--- src/rtl/shift_sequencer_reg.sv ---
// ---------------------------------------------------------------------------
// shift_sequencer_reg
//
// Parametrised load/shift register with a start/busy/done handshake.
// A start in IDLE either loads din (op=00), completes immediately (shift op
// with amount=0), or enters SHIFT and performs `amount` single-bit shifts,
// one per clock. Supported shifts: logical left (01), logical right (10) and
// arithmetic right (11). serial_in fills the vacated bit for LSL/LSR and
// serial_out reports the last bit shifted out, so instances can be chained.
//
// Optional feature macro: SHIFTREG_ROTATE_EN
//   When defined, LSL/LSR become rotate-left/rotate-right: the bit leaving
//   one end re-enters at the other and serial_in is ignored. ASR unchanged.
//
// Handshake: start is a request that is accepted only while the block is
// idle (busy=0). Once accepted, op/amount/din are captured and later changes
// have no effect. done pulses for exactly one cycle per accepted start and
// q holds the final result while done is high. A new start may be issued in
// the done cycle, giving back-to-back operation. busy and done are never
// high together.
//
// Ports:
//   clk         rising-edge clock
//   reset       asynchronous active-low reset
//   start       request pulse, sampled in IDLE only
//   op          00 load, 01 LSL, 10 LSR, 11 ASR
//   amount      number of single-bit shifts (ignored for load)
//   din         parallel load data
//   serial_in   fill bit for LSL (bit 0) and LSR (bit WIDTH-1)
//   q           register contents (registered)
//   serial_out  last bit shifted out (registered)
//   busy        high while a multi-cycle shift is in progress
//   done        one-cycle completion pulse
//   state_dbg   current FSM state (0 = IDLE, 1 = SHIFT), for observation
// ---------------------------------------------------------------------------
module shift_sequencer_reg #(
   parameter int WIDTH = 8,
   parameter int AMT_W = 4
) (
   input  logic             clk,
   input  logic             reset,
   input  logic             start,
   input  logic [1:0]       op,
   input  logic [AMT_W-1:0] amount,
   input  logic [WIDTH-1:0] din,
   input  logic             serial_in,
   output logic [WIDTH-1:0] q,
   output logic             serial_out,
   output logic             busy,
   output logic             done,
   output logic             state_dbg
);

   typedef enum logic {
      IDLE  = 1'b0,
      SHIFT = 1'b1
   } state_t;

   localparam logic [1:0] OP_LOAD = 2'b00;
   localparam logic [1:0] OP_LSL  = 2'b01;
   localparam logic [1:0] OP_LSR  = 2'b10;
   localparam logic [1:0] OP_ASR  = 2'b11;

   state_t           state;
   logic [1:0]       op_r;
   logic [AMT_W-1:0] cnt;

   // One single-bit step of the captured operation, applied in SHIFT.
   logic [WIDTH-1:0] q_step;
   logic             bit_out;

   always_comb begin
      q_step  = q;
      bit_out = 1'b0;
      case (op_r)
         OP_LSL: begin
`ifdef SHIFTREG_ROTATE_EN
            q_step = {q[WIDTH-2:0], q[WIDTH-1]};
`else
            q_step = {q[WIDTH-2:0], serial_in};
`endif
            bit_out = q[WIDTH-1];
         end
         OP_LSR: begin
`ifdef SHIFTREG_ROTATE_EN
            q_step = {q[0], q[WIDTH-1:1]};
`else
            q_step = {serial_in, q[WIDTH-1:1]};
`endif
            bit_out = q[0];
         end
         OP_ASR: begin
            q_step  = {q[WIDTH-1], q[WIDTH-1:1]};
            bit_out = q[0];
         end
         default: begin
            // op_r never holds OP_LOAD in SHIFT; keep q stable if it did.
            q_step  = q;
            bit_out = serial_out;
         end
      endcase
   end

   always_ff @(posedge clk or negedge reset) begin
      if (!reset) begin
         state      <= IDLE;
         op_r       <= OP_LOAD;
         cnt        <= '0;
         q          <= '0;
         serial_out <= 1'b0;
         busy       <= 1'b0;
         done       <= 1'b0;
      end else begin
         done <= 1'b0;
         case (state)
            IDLE: begin
               if (start) begin
                  if (op == OP_LOAD) begin
                     q    <= din;
                     done <= 1'b1;
                  end else if (amount == '0) begin
                     // Zero-length shift completes at once with q untouched.
                     done <= 1'b1;
                  end else begin
                     op_r  <= op;
                     cnt   <= amount;
                     busy  <= 1'b1;
                     state <= SHIFT;
                  end
               end
            end
            SHIFT: begin
               q          <= q_step;
               serial_out <= bit_out;
               cnt        <= cnt - 1'b1;
               // cnt==1 marks the final shift; done replaces busy here so
               // the two are never high in the same cycle.
               if (cnt == {{(AMT_W-1){1'b0}}, 1'b1}) begin
                  busy  <= 1'b0;
                  done  <= 1'b1;
                  state <= IDLE;
               end
            end
            default: state <= IDLE;
         endcase
      end
   end

   assign state_dbg = state;

endmodule

--- config.mk ---
export PLATFORM = sky130hd
export DESIGN_NAME = shift_sequencer_reg
export DESIGN_NICKNAME = d
export VERILOG_FILES = /design/src/rtl/shift_sequencer_reg.sv
export SDC_FILE = /design/constraint.sdc
export NUM_CORES = 1
export LEC_CHECK = 0
export ABC_AREA = 1
export CORE_UTILIZATION = 50
export CTS_CLUSTER_SIZE = 40
export DETAILED_ROUTE_END_ITERATION = 8
export GPL_ROUTABILITY_DRIVEN = 0
export PLACE_DENSITY = 0.88
export SETUP_SLACK_MARGIN = 0.1
export SLEW_MARGIN = 0
export SYNTH_ARGS = -nofsm -noshare
export SYNTH_HDL_FRONTEND = slang
export SYNTH_SLANG_ARGS = --single-unit
export TNS_END_PERCENT = 10
--- constraint.sdc ---
create_clock -name clk -period 2.9 [get_ports clk]
set_clock_uncertainty 0.1 [all_clocks]
set_input_delay 0.58 -clock clk [delete_from_list [all_inputs] [get_ports clk]]
set_output_delay 0.58 -clock clk [all_outputs]
set_load 0.03 [all_outputs]
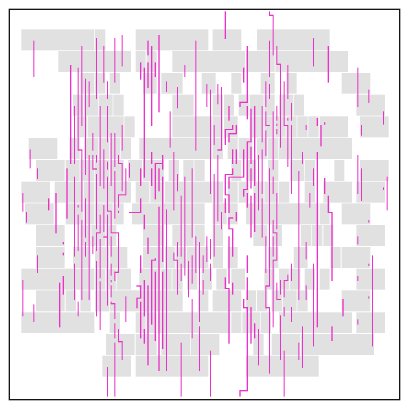
Figure 1: M2 wires.
Drawn at 8 px/µm. Cells faint in the background.
longest straight run: 21.8 µm
wire length on this layer: 1090 µm
share of all routed wire: 48%
nets with wire on the layer: 166
main direction: vertical

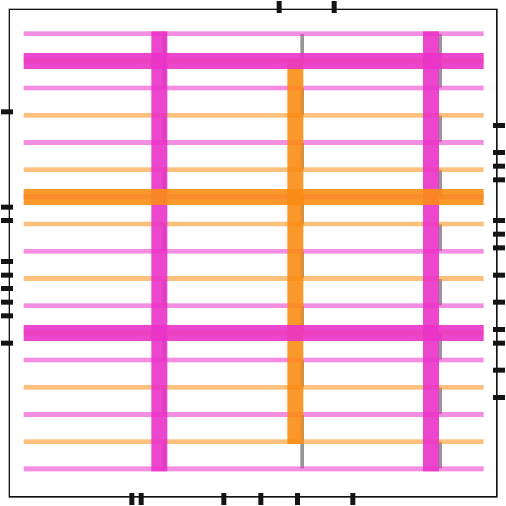
Figure 2: supply network.
Drawn at 10 px/µm. Pins as bars on the die edge. Tap cells in grey.
[VDD] orange
[VSS] magenta
rows: 16
tap cells: 27

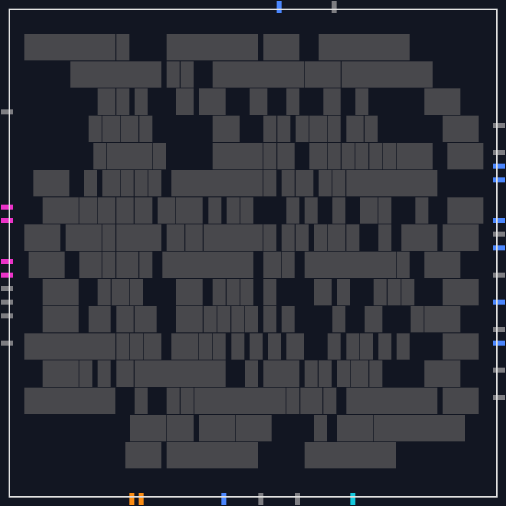
Figure 3: pin placement.
Drawn at 10 px/µm. Pins as bars across the die edge, other pins in grey.
[amount] magenta | pins: 4 | direction: input | edge: left
[serial_out] cyan | pins: 1 | direction: output | edge: bottom
[op] orange | pins: 2 | direction: input | edge: bottom
[din] blue | pins: 8 | direction: input | edge: 6 right, 1 top, 1 bottom

==> results.py <==
# Synthesis and PnR figures
metrics = {
    "layout": {
        "seq_area_frac": 0.320,
        "largest_reg_flops": 8,
        "finish.instance_area_mm2": 0.00141,
        "n_fill_cell": 171,
        "regMostFlops": "q",
        "largest_cell_class": "logic gates",
        "signal_buffers": 29,
        "clkCellAreaFrac": 0.0258,
        "comb_area_um2": 534,
        "n_all_inverters": 17,
    },
    "sta": {
        "worst_slew_pin_slew_ps": 808,
        "rsz0062_at_grt": "no",
        "max_slew_margin": 0.460,
        "min_period_ps": 2380,
        "tns_ps": 0,
    },
    "drt": {
        "wl_met1_um": 1010,
        "wl_per_cell_um": 10.6,
        "via_count": 1075,
        "wl_um": 2260,
    },
    "cts": {
        "cts_setup_buffers": 0,
        "htreeDepth": 1,
        "cts_resized": 0,
    },
    "die": {
        "core_area_mm2": 0.00200,
        "die-area_mm2": 0.00236,
        "nWellTaps": 27,
        "ioPinCount": 30,
        "rows": 16,
        "die_h_um": 48.6,
    },
    "placement": {
        "pre_cts_ws_ps": 875,
        "hpwlAfterDp_um": 1680,
    },
    "synth": {
        "synth_cells": 157,
        "synth.distinct_cells": 20,
        "yosys.area.top_type": "dfrtp_1",
        "synth.top_cell.area_share": 0.415,
        "logic_family": "simple AND/OR/NAND/NOR gates",
        "numSynthFlops": 18,
    },
    "global_routing": {
        "grt_pass1_wl_um": 3950,
        "grt_use_met3": 0.0377,
    },
    "pwr": {
        "pwr-share-clk": 0.095,
        "p_seq_mw": 0.509,
        "p_int_mw": 0.853,
    },
    "outcome": {
        "outcome": "finished, final reports clean",
    },
    "setup_path": {
        "cpLargestDelayFamily": "buffers and inverters",
        "required_ps": 2220,
        "arrival_ps": 1700,
    },
    "run": {
        "max_cap_violations": 0,
    },
}
Power figures rest on the tool's default switching activity, not on a simulated workload.
